$ cat config.mk
export PLATFORM = sky130hd
export DESIGN_NAME = ram_sp_clr_flat
export DESIGN_NICKNAME = d
export VERILOG_FILES = /design/src/rtl/ram_sp_clr_if.sv /design/src/rtl/ram_sp_clr.sv /design/src/flat_wrapper.sv
export SDC_FILE = /design/constraint.sdc
export NUM_CORES = 1
export LEC_CHECK = 0
export CORE_MARGIN = 2
export CORE_UTILIZATION = 25
export CTS_CLUSTER_DIAMETER = 30
export CTS_CLUSTER_SIZE = 24
export DETAILED_ROUTE_END_ITERATION = 16
export DONT_BUFFER_PORTS = 1
export HOLD_SLACK_MARGIN = 0.08
export SETUP_SLACK_MARGIN = 0.1
export SYNTH_ARGS = -nofsm -noshare
export SYNTH_HDL_FRONTEND = slang
export SYNTH_SLANG_ARGS = --single-unit
$ cat constraint.sdc
create_clock -name clk -period 3.7 [get_ports clk]
set_input_delay 0.37 -clock clk [delete_from_list [all_inputs] [get_ports clk]]
set_output_delay 0.37 -clock clk [all_outputs]
set_load 0.03 [all_outputs]
$ cat src/rtl/ram_sp_clr_if.sv
// Request/read/clear bundle between a client (master) and ram_sp_clr (slave).
// Read results return on rd_valid/rd_data; clr_start/busy/clr_done drive the clear engine.
interface ram_sp_clr_if #(
  parameter int DATA_W = 16,
  parameter int ADDR_W = 4
);
  localparam int BE_W = DATA_W / 8;

  logic              req_valid;
  logic              req_ready;
  logic              req_wr;
  logic [ADDR_W-1:0] req_addr;
  logic [DATA_W-1:0] req_wdata;
  logic [BE_W-1:0]   req_be;
  logic              rd_valid;
  logic [DATA_W-1:0] rd_data;
  logic              clr_start;
  logic              busy;
  logic              clr_done;

  modport master (
    output req_valid, req_wr, req_addr, req_wdata, req_be, clr_start,
    input  req_ready, rd_valid, rd_data, busy, clr_done
  );

  modport slave (
    input  req_valid, req_wr, req_addr, req_wdata, req_be, clr_start,
    output req_ready, rd_valid, rd_data, busy, clr_done
  );
endinterface

$ cat src/rtl/ram_sp_clr.sv
// Single-port RAM with byte enables and a one-word-per-cycle clear engine (DEPTH cycles after reset / clr_start).
// Read latency 1, or 2 with RAM_OUT_REG_EN defined (clr_done delayed by the same extra cycle).
// req_ready is low for the whole clear; requests wait, clr_start is ignored while clearing.
module ram_sp_clr #(
  parameter int DATA_W = 16,
  parameter int ADDR_W = 4,
  parameter int BE_W   = DATA_W / 8
) (
  input  logic        clk,
  input  logic        rst_n,
  ram_sp_clr_if.slave bus
);
  localparam int DEPTH = 2 ** ADDR_W;

  typedef enum logic {
    ST_CLR  = 1'b0,
    ST_IDLE = 1'b1
  } state_t;

  state_t            state_q;
  logic [ADDR_W-1:0] clr_addr_q;
  logic [ADDR_W-1:0] clr_addr_d;
  logic [DATA_W-1:0] rd_data_q;
  logic              rd_valid_q;
  logic              clr_done_q;

  logic [DATA_W-1:0] mem [DEPTH];

  logic              accept;
  logic              wr_en;
  logic [ADDR_W-1:0] wr_addr;
  logic [DATA_W-1:0] wr_data;
  logic [BE_W-1:0]   wr_be;

  assign bus.req_ready = (state_q == ST_IDLE);
  assign bus.busy      = (state_q == ST_CLR);
  assign accept        = bus.req_valid && (state_q == ST_IDLE);
  assign clr_addr_d    = clr_addr_q + 1'b1;

  // The clear engine and client writes share the single write port.
  always_comb begin
    wr_en   = 1'b0;
    wr_addr = clr_addr_q;
    wr_data = '0;
    wr_be   = '1;
    if (state_q == ST_CLR) begin
      wr_en = 1'b1;
    end else if (accept && bus.req_wr) begin
      wr_en   = 1'b1;
      wr_addr = bus.req_addr;
      wr_data = bus.req_wdata;
      wr_be   = bus.req_be;
    end
  end

  always_ff @(posedge clk) begin
    if (wr_en) begin
      for (int i = 0; i < BE_W; i++) begin
        if (wr_be[i]) mem[wr_addr][8*i +: 8] <= wr_data[8*i +: 8];
      end
    end
  end

  always_ff @(posedge clk or negedge rst_n) begin
    if (!rst_n) begin
      state_q    <= ST_CLR;
      clr_addr_q <= '0;
      rd_data_q  <= '0;
      rd_valid_q <= 1'b0;
      clr_done_q <= 1'b0;
    end else begin
      rd_valid_q <= 1'b0;
      clr_done_q <= 1'b0;
      case (state_q)
        ST_CLR: begin
          clr_addr_q <= clr_addr_d;
          if (clr_addr_q == ADDR_W'(DEPTH - 1)) begin
            state_q    <= ST_IDLE;
            clr_done_q <= 1'b1;
          end
        end
        default: begin
          if (accept && !bus.req_wr) begin
            rd_data_q  <= mem[bus.req_addr];
            rd_valid_q <= 1'b1;
          end
          if (bus.clr_start) state_q <= ST_CLR;
        end
      endcase
    end
  end

`ifdef RAM_OUT_REG_EN
  logic [DATA_W-1:0] rd_data_o_q;
  logic              rd_valid_o_q;
  logic              clr_done_o_q;

  always_ff @(posedge clk or negedge rst_n) begin
    if (!rst_n) begin
      rd_data_o_q  <= '0;
      rd_valid_o_q <= 1'b0;
      clr_done_o_q <= 1'b0;
    end else begin
      rd_data_o_q  <= rd_data_q;
      rd_valid_o_q <= rd_valid_q;
      clr_done_o_q <= clr_done_q;
    end
  end

  assign bus.rd_data  = rd_data_o_q;
  assign bus.rd_valid = rd_valid_o_q;
  assign bus.clr_done = clr_done_o_q;
`else
  assign bus.rd_data  = rd_data_q;
  assign bus.rd_valid = rd_valid_q;
  assign bus.clr_done = clr_done_q;
`endif
endmodule

$ cat src/flat_wrapper.sv
// flat-port wrapper written by rule: the top's interface ports become plain ports
module ram_sp_clr_flat 
#(
  parameter int DATA_W = 16,
  parameter int ADDR_W = 4,
  parameter int BE_W   = DATA_W / 8
)
  (clk, rst_n, bus_req_valid, bus_req_wr, bus_req_addr, bus_req_wdata, bus_req_be, bus_clr_start, bus_req_ready, bus_rd_valid, bus_rd_data, bus_busy, bus_clr_done);
  ram_sp_clr_if #(.DATA_W(DATA_W), .ADDR_W(ADDR_W)) bus_i ();
  input  logic clk;
  input  logic rst_n;
  input wire logic [$bits(bus_i.req_valid)-1:0] bus_req_valid;
  input wire logic [$bits(bus_i.req_wr)-1:0] bus_req_wr;
  input wire logic [$bits(bus_i.req_addr)-1:0] bus_req_addr;
  input wire logic [$bits(bus_i.req_wdata)-1:0] bus_req_wdata;
  input wire logic [$bits(bus_i.req_be)-1:0] bus_req_be;
  input wire logic [$bits(bus_i.clr_start)-1:0] bus_clr_start;
  output wire logic [$bits(bus_i.req_ready)-1:0] bus_req_ready;
  output wire logic [$bits(bus_i.rd_valid)-1:0] bus_rd_valid;
  output wire logic [$bits(bus_i.rd_data)-1:0] bus_rd_data;
  output wire logic [$bits(bus_i.busy)-1:0] bus_busy;
  output wire logic [$bits(bus_i.clr_done)-1:0] bus_clr_done;
  assign bus_i.req_valid = bus_req_valid;
  assign bus_i.req_wr = bus_req_wr;
  assign bus_i.req_addr = bus_req_addr;
  assign bus_i.req_wdata = bus_req_wdata;
  assign bus_i.req_be = bus_req_be;
  assign bus_i.clr_start = bus_clr_start;
  assign bus_req_ready = bus_i.req_ready;
  assign bus_rd_valid = bus_i.rd_valid;
  assign bus_rd_data = bus_i.rd_data;
  assign bus_busy = bus_i.busy;
  assign bus_clr_done = bus_i.clr_done;
  ram_sp_clr #(.DATA_W(DATA_W), .ADDR_W(ADDR_W), .BE_W(BE_W)) u_core (.clk(clk), .rst_n(rst_n), .bus(bus_i));
endmodule
Fig. 1: M2 wires
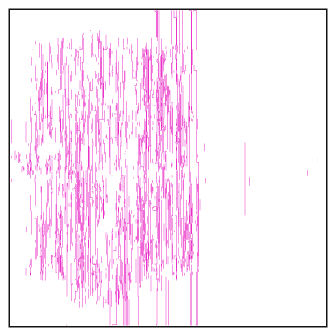
526 nets have wire on it. The layer carries 12400 um of wire. The longest straight run is 90.4 um.
Total Routed Length: 25000 um
DR vias: 5328

Fig. 2: metal 3
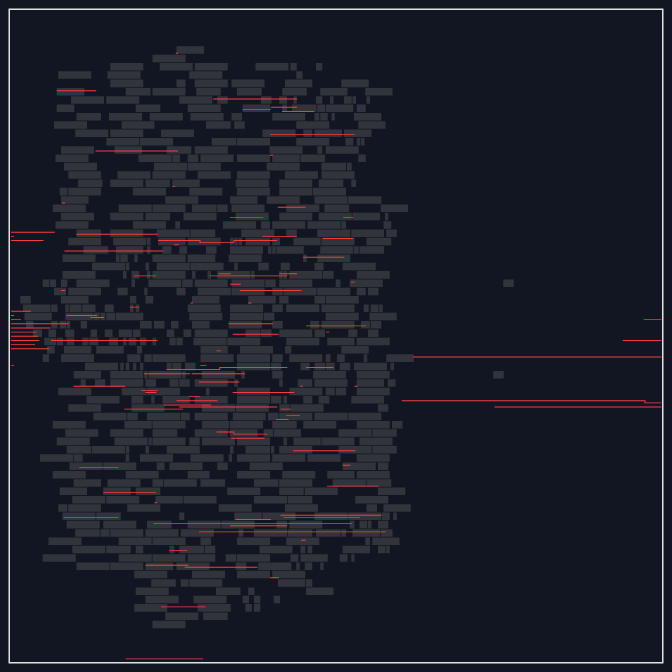
The longest straight run is 80.8 um. The layer carries 1440 um of wire. The layer holds 5.8% of the routed length. 61 nets have wire on it. The wires run mostly horizontal.
met3 Use GR: 0.0228

==> run summary <==
impl run done, here's what came out: Most flops, register=u_core.mem, sequential cell power=4.49 mW, switching power=2.64 mW, Final setup viols=0, most frequent cells after synthesis=edfxtp_1, mux2i_1, mux4_2, nor2_1, nand2_1, most common logic cells in the final layout=edfxtp_1, mux2i_1, mux4_2, clkbuf_16, nor2_1, antenna-violating nets left=0, RSZ-0062 raised after global routing=false, combinational power share=0.129, Net Sw Frac=0.279, Mean Syn Cell Area=~19 um2, fill cell count=4184, Clock Network Area Fraction=0.104, site row count=roughly 76, io pins=~47, dominant power group=registers, multi-input combinational area share=0.191, Register Area=8260 um2, Top-area cell share=0.704, CP Class=reg2reg, CTS clock-pin slew for the worst setup and hold paths=0.05 ns, MI comb area=roughly 2500 um2, max_slew headroom=0.450, Flops=about 280, hold_sp=bus_req_addr[2], global-route wire length before repair=approximately 37000 um, reg-to-reg slack, setup=between 1 and 1.5 ns, number of flip-flops in the largest register=256, die height=213 um, Synth area leader=edfxtp_1, CP max-delay cell=nor2_1, number of detailed-route iterations in the first pass=4, Non-clock buffers=15, maxcap violations=0, cell internal pwr=6.80 mW, die width=between 200 and 250 um, outcome=complete, no violations, critical path capture point type=flip-flop, clock-net power=3.74 mW, CTS Buf Count=39, Synth Seq Share=0.757
Fig. 3: routing congestion
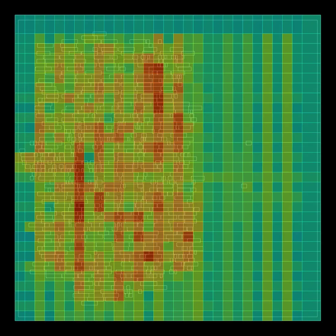
WL per Instance: 20.7 um
post-layout util: 0.301
met2 Resource Use GR: 0.185
Tot GR Track Use: 0.111

## critical path, delay by kind of cell, from the launching register on
family | cells | cell delay [ns]
muxes | 1 | 0.55
and+or+nand+nor | 3 | 1.41
DFF | 1 | 0.33
## per-layer routing
metal,global-route usage,wire length (um),share of wire,up-vias
met4,0.0347,561,0.022,0
li1,-,-,-,2353
met5,0,0,0,-
met1,0.145,10700,0.43,2774
met3,0.0228,1440,0.058,37
met2,0.185,12400,0.49,164
## logic make-up after synthesis
kind of cell / after synthesis / synth area share
buffers and inverters: 34 / 0.0167
and+or+nand+nor: 90 / 0.0388
adders and majority gates: 1 / 0.00115
DFF: 279 / 0.757
AOI/OAI and AO/OA: 58 / 0.0386
xor gates and xnor gates: 3 / 0.00241
muxes: 100 / 0.146
Power is estimated from default activity; no workload was simulated.
